### src/rtl/rs_encoder_top.sv
// rs_encoder_top: systematic RS(255,239) encoder over GF(2^8), t = 8.
// Free-running symbol stream with one symbol per clock. An internal counter
// frames the stream into blocks: 239 message symbols pass straight through,
// then 16 parity symbols are emitted, highest degree first. Blocks are
// back-to-back, and the parity register drains to zero between blocks.
module rs_encoder_top (
   input  logic       clk,
   input  logic       rst,
   input  logic [7:0] m,
   output logic [7:0] c
);

   localparam int unsigned SW        = 8;
   localparam int unsigned N         = 255;
   localparam int unsigned K         = 239;
   localparam int unsigned NP        = N - K;
   localparam int unsigned CW        = 8;
   localparam int unsigned FCR       = 0;
   localparam logic [8:0]  PRIM_POLY = 9'h11D;
   localparam logic [7:0]  ALPHA     = 8'h02;

   // Multiply by alpha (x), reducing modulo the field polynomial.
   function automatic logic [SW-1:0] gf_xtime(input logic [SW-1:0] a);
      return {a[SW-2:0], 1'b0} ^ (a[SW-1] ? PRIM_POLY[SW-1:0] : SW'(0));
   endfunction

   // General GF(2^8) multiply. Every call with a constant operand folds down
   // to a small XOR network.
   function automatic logic [SW-1:0] gf_mul(input logic [SW-1:0] a,
                                            input logic [SW-1:0] b);
      logic [SW-1:0] acc;
      logic [SW-1:0] sh;
      acc = '0;
      sh  = a;
      for (int i = 0; i < int'(SW); i++) begin
         if (b[i]) acc = acc ^ sh;
         sh = gf_xtime(sh);
      end
      return acc;
   endfunction

   // Generator polynomial g(x) = prod (x + alpha^i), i = FCR..FCR+NP-1.
   // The result packs g0..g(NP-1); the monic g(NP) = 1 is implicit.
   function automatic logic [NP*SW-1:0] gen_poly();
      logic [SW-1:0]    g [NP+1];
      logic [SW-1:0]    root;
      logic [NP*SW-1:0] packed_g;
      for (int j = 0; j <= int'(NP); j++) g[j] = '0;
      g[0] = SW'(1);
      root = SW'(1);
      for (int i = 0; i < int'(FCR); i++) root = gf_mul(root, ALPHA);
      for (int i = 0; i < int'(NP); i++) begin
         for (int j = i + 1; j >= 1; j--) g[j] = g[j-1] ^ gf_mul(g[j], root);
         g[0] = gf_mul(g[0], root);
         root = gf_mul(root, ALPHA);
      end
      packed_g = '0;
      for (int j = 0; j < int'(NP); j++) packed_g[j*SW +: SW] = g[j];
      return packed_g;
   endfunction

   localparam logic [NP*SW-1:0] G_COEF = gen_poly();

   logic [CW-1:0] r_cnt;
   logic [SW-1:0] r_par [NP];
   logic [SW-1:0] r_c;

   logic          w_msg_phase;
   logic [SW-1:0] w_fb;
   logic [SW-1:0] w_c_nxt;
   logic [CW-1:0] w_cnt_nxt;
   logic [SW-1:0] w_par_nxt [NP];

   // Next-state logic: LFSR division during the message phase, plain shift-out during the parity phase.
   always_comb begin
      w_msg_phase = (r_cnt < CW'(K));
      w_fb        = m ^ r_par[NP-1];
      w_c_nxt     = r_par[NP-1];
      w_cnt_nxt   = (r_cnt == CW'(N - 1)) ? CW'(0) : r_cnt + CW'(1);
      w_par_nxt[0] = '0;
      for (int j = 1; j < int'(NP); j++) w_par_nxt[j] = r_par[j-1];
      if (w_msg_phase) begin
         w_c_nxt      = m;
         w_par_nxt[0] = gf_mul(w_fb, G_COEF[0 +: SW]);
         for (int j = 1; j < int'(NP); j++)
            w_par_nxt[j] = r_par[j-1] ^ gf_mul(w_fb, G_COEF[j*SW +: SW]);
      end
   end

   // State registers: synchronous active-low reset aborts any block in progress.
   always_ff @(posedge clk) begin
      if (!rst) begin
         r_cnt <= '0;
         r_c   <= '0;
         for (int j = 0; j < int'(NP); j++) r_par[j] <= '0;
      end else begin
         r_cnt <= w_cnt_nxt;
         r_c   <= w_c_nxt;
         for (int j = 0; j < int'(NP); j++) r_par[j] <= w_par_nxt[j];
      end
   end

   assign c = r_c;

endmodule

### config.mk
export PLATFORM = sky130hd
export DESIGN_NAME = rs_encoder_top
export DESIGN_NICKNAME = d
export VERILOG_FILES = /design/src/rtl/rs_encoder_top.sv
export SDC_FILE = /design/constraint.sdc
export NUM_CORES = 1
export LEC_CHECK = 0
export CORE_MARGIN = 5
export CORE_UTILIZATION = 60
export CTS_BUF_LIST = sky130_fd_sc_hd__clkbuf_4 sky130_fd_sc_hd__clkbuf_8
export DETAILED_ROUTE_END_ITERATION = 8
export MAX_ROUTING_LAYER = met4
export PLACE_DENSITY = 0.82
export SKIP_CTS_REPAIR_TIMING = 1
export SYNTH_ARGS = -nofsm -noshare
export SYNTH_HDL_FRONTEND = slang
export SYNTH_SLANG_ARGS = --single-unit
### constraint.sdc
create_clock -name clk -period 3.9 [get_ports clk]
set_clock_uncertainty 0.2 [all_clocks]
set_input_delay 0.975 -clock clk [delete_from_list [all_inputs] [get_ports clk]]
set_output_delay 0.975 -clock clk [all_outputs]
set_load 0.005 [all_outputs]
run_1/clock_nets.png
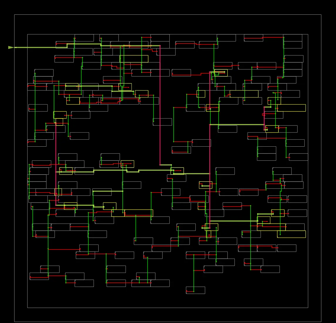
worst skew pair latency: 0.45 ns
registers: 144
clock buffers: 20
number of buffers created by CTS: 17

run_1/floorplan.png
Pins as bars on the die edge.
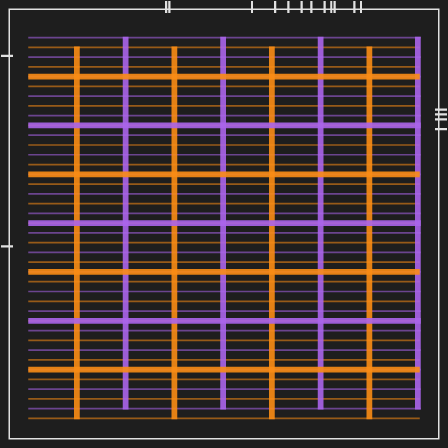
| color | net |
|---|---|
| purple | VDD |
| orange | VSS |
met5 straps: 7
signal pins: 18
met4 straps: 8
Die W: 119 um
Die Y-Extent: 119 um

run_1/gates.png
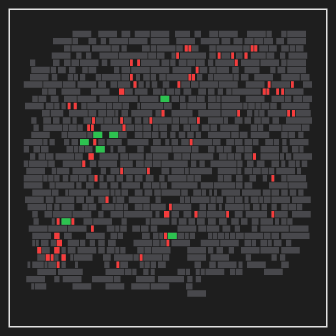
| color | family | cells |
|---|---|---|
| green | mux cells | 7 |
| red | nand cells | 67 |

==> run notes, run 1 <==
fresh numbers from the pnr run: outcome complete, no violations, Post-Syn Area per Cell approximately 10 um2, max FFs per register between 100 and 150, fin crit period 3.44 ns, post-DP HPWL around 12,000 um, Hold Slack ~0.27 ns, CP max-delay cell xnor2_4, # Cells Yosys just over 700, initial core utilization 61.9%, final hold violations 0, post-route clock period utilization around nine tenths, Post-synth seq share between 40% and 50%, RR Endpoint r_par[3][11], FF-to-FF Start r_cnt[0], via count 5,014, gr busiest metal met2, most frequent logic cell in the layout dfxtp_1, RSZ-0062 raised after global routing no, Port Buffers 17, share of cells above drive strength 1 between 10% and 20%, first-pass GRT wire length approximately 26,000 um, Remaining Overflow, GRT 0, Hold Path Origin r_par[4][12], nonclk inv count 1, syn_nets approximately 720, flop share of the area 35.5%, met2 WL post-DR around 8100 um, vias in the first global route about 5,100, CTS tree done, ant diodes 0, Crit path max-delay family XOR/XNOR gates, most frequent cells in the layout dfxtp_1, xnor2_1, and2_1, Post-synth EDFFs 0, pre-CTS setup slack about 0.0052 ns, H-tree depth 4, Area after DPL around 0.0076 mm2, synth warn 0, routability cong. about 0.9, Synth area leader dfxtp_1, Residual DRC 0, top cells by count dfxtp_1, xnor2_1, and2_1, Comb area ~0.004 mm2, Critical path buffers and inverters 2, gr usage total approximately 24%, Final Net Count 755, ys flops about 140, Non-Filler Instances between 800 and 900, Reg with most FFs r_par, Worst Hold End r_par[5][4], relative slew slack ~28%, PnR worst setup slack approximately 0.46 ns, clock tree sinks 144, clock-pin slew on the worst setup and hold paths about 0.080 ns, most used flip-flop cell after synthesis dfxtp_1, fmax 291 MHz, Tapcells around 140, WL final between 15,000 and 20,000 um, Synth top area share about 40%, Detailed Route Iter0 Violations between 500 and 600, Reg2Reg Depth 6, bufs w/o clock roughly 55, Crit. Startpoint m[6], CTS Buffer Depth 2, adder share less than 1%, mux share less than 1%, placed cell count approximately 870, Worst setup EP type register, antenna violations before repair 0, Startpoint Class input port, post-detailed-route count of antenna-violating nets 0, Wirelength per Cell about 18 um, multi-input combinational area share roughly half, first-pass iteration count of the detailed router 5, Logic family by area XOR/XNOR gates, Via density 5.59, max incr delay on CP ~0.66 ns, final setup fails 0, ClkCell Share under 10%, Fill cells 851, Hold Path Depth 2, count of different cell masters after synthesis about 40, global-route met3 utilization under 10%, synthesis-to-layout area growth 13.4%, XORs/XNORs by Area between 20% and 30%, Worst-Margin Slew 1.07 ns, r2r setup slk 1.05 ns, Log Warnings 27, dominant class by area logic gates, area of the die ~0.014 mm2, Non-clock buffer share under 10%, largest net degree at the start of global routing between 60 and 70, register area 0.00288 mm2, Hold Path Class register to register, CP Data Arrival Time between 3 and 4 ns, max-cap viol count 0, met3 WL just over 800 um, Crit path depth 8, crit path DRT 4.08 ns, top layer in use met4, simple share ~16%, Final Cell Area around 0.008 mm2, CP Capture Point r_par[2][7], Cells after Synth ~710, crit-path cells clkdlybuf4s50_1 -> xnor2_4 -> xnor2_1 -> buf_4 -> xnor3_1 -> xor2_1 -> or3_1 -> a21boi_1
==> run 2, diff against run 1 <==
--- a/constraint.sdc
+++ b/constraint.sdc
@@ -4,2 +4,2 @@
 set_output_delay 0.975 -clock clk [all_outputs]
-set_load 0.005 [all_outputs]
+set_load 0.02 [all_outputs]
run_2/ff_map.png
Other sequential cells in the stronger gray, the rest of the logic in the fainter gray.
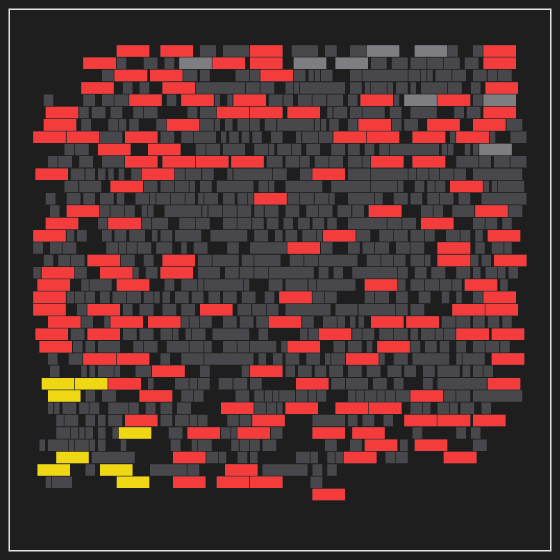
| color | signal | placed flops | where |
|---|---|---|---|
| yellow | `r_cnt` | 8 | lower left |
| red | `r_par` | 128 | all over the die |
not colored: 8
Final Util: 70.1%
flop share of the area: 35.5%

run_2/m1.png
Supply wires on this layer in gray.
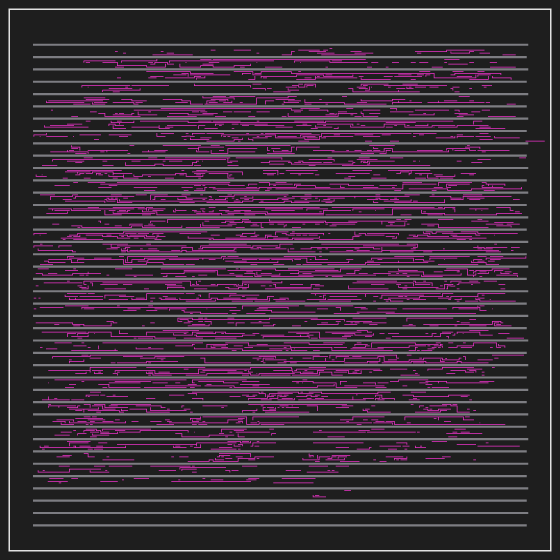
wire length on this layer: 7,210 um
share of all routed wire: 44%
main direction: horizontal
longest straight run: 50.6 um
WL final: 16,400 um
GR Util met1: 30.8%

==> run notes, run 2 <==
fresh numbers from the pnr run: Reg2Reg Depth 6 (unchanged), syn_nets 721 (unchanged), PnR worst setup slack 0.463 ns (unchanged), wl on met1 between 7000 and 8000 um, Port Buffers 17 (unchanged), Log Warnings 27 (unchanged), top cells by count dfxtp_1, xnor2_1, and2_1, nonclk inv count 1 (unchanged), Cells after Synth 709 (unchanged), initial core utilization 61.9% (unchanged), first-pass iteration count of the detailed router 5 (unchanged), clock-pin slew on the worst setup and hold paths 0.08 ns (about the same), CTS Buffer Depth 2 (unchanged), Final Cell Area 0.00811 mm2 (unchanged), Worst-Margin Slew 1.07 ns (unchanged), worst skew pair latency 0.45 ns (about the same), Hold Path Depth 2 (unchanged), share of cells above drive strength 1 12.7% (unchanged), Post-synth EDFFs 0 (unchanged), routability cong. 0.899 (unchanged), Detailed Route Iter0 Violations 513 (unchanged), Residual DRC 0 (unchanged), vias in the first global route 5,089 (unchanged), XORs/XNORs by Area 29.2% (unchanged), count of different cell masters after synthesis 40 (unchanged), post-route clock period utilization 88.1% (unchanged), r2r setup slk 1.05 ns (about the same), Worst setup EP type register, register area 0.00288 mm2 (unchanged), H-tree depth 4 (unchanged), CP Data Arrival Time 3.61 ns (about the same), Synth top area share 40.3% (unchanged), max FFs per register 128 (unchanged), mux share 0.979% (unchanged), # Cells Yosys 709 (unchanged), synth warn 0 (unchanged), number of buffers created by CTS 17 (unchanged), CP Capture Point r_par[2][7], Logic family by area XOR/XNOR gates, adder share 0.350% (unchanged), Wirelength per Cell 18.3 um (unchanged), synthesis-to-layout area growth 13.4% (unchanged), most frequent logic cell in the layout dfxtp_1, clock tree sinks 144 (unchanged), Startpoint Class input port, final hold violations 0 (unchanged), pre-CTS setup slack 0.00523 ns (unchanged), Die Y-Extent 119 um (unchanged), CTS tree done, Crit path depth 8 (unchanged), crit path DRT 4.08 ns (about the same), ClkCell Share 5.89% (unchanged), RSZ-0062 raised after global routing no, antenna violations before repair 0 (unchanged), placed cell count 867 (unchanged), Post-synth seq share 40.3% (unchanged), Hold Slack 0.267 ns (unchanged), first-pass GRT wire length 26,200 um (unchanged), top layer in use met4, Remaining Overflow, GRT 0 (unchanged), crit-path cells clkdlybuf4s50_1 -> xnor2_4 -> xnor2_1 -> buf_4 -> xnor3_1 -> xor2_1 -> or3_1 -> a21boi_1, Synth area leader dfxtp_1, max-cap viol count 0 (unchanged), Crit. Startpoint m[6], dominant class by area logic gates, gr busiest metal met2, fmax 291 MHz (unchanged), largest net degree at the start of global routing 67 (unchanged), Crit path max-delay family XOR/XNOR gates, Non-clock buffer share 5.71% (unchanged), FF-to-FF Start r_cnt[0], gr usage total 24.5% (unchanged), outcome complete, no violations, CP max-delay cell xnor2_4, post-DP HPWL 11,500 um (unchanged), fin crit period 3.44 ns (unchanged), simple share 16.1% (unchanged), clock buffers 20 (unchanged), area of the die 0.0142 mm2 (unchanged), ant diodes 0 (unchanged), row cnt 39, met3 WL 805 um (unchanged), bufs w/o clock 55 (unchanged), Fill cells 851 (unchanged), most frequent cells in the layout dfxtp_1, xnor2_1, and2_1, Comb area 0.00411 mm2 (unchanged), max incr delay on CP 0.66 ns (about the same), Critical path buffers and inverters 2 (unchanged), met2 WL post-DR 8150 um (unchanged), registers 144 (unchanged), via count 5,014 (unchanged), final setup fails 0 (unchanged), multi-input combinational area share 50.6% (unchanged), most used flip-flop cell after synthesis dfxtp_1, Area after DPL 0.00763 mm2 (unchanged), Tapcells 143 (unchanged), Hold Path Class register to register, ys flops 144 (unchanged), relative slew slack 28.4% (unchanged), Post-Syn Area per Cell 10.1 um2 (unchanged)
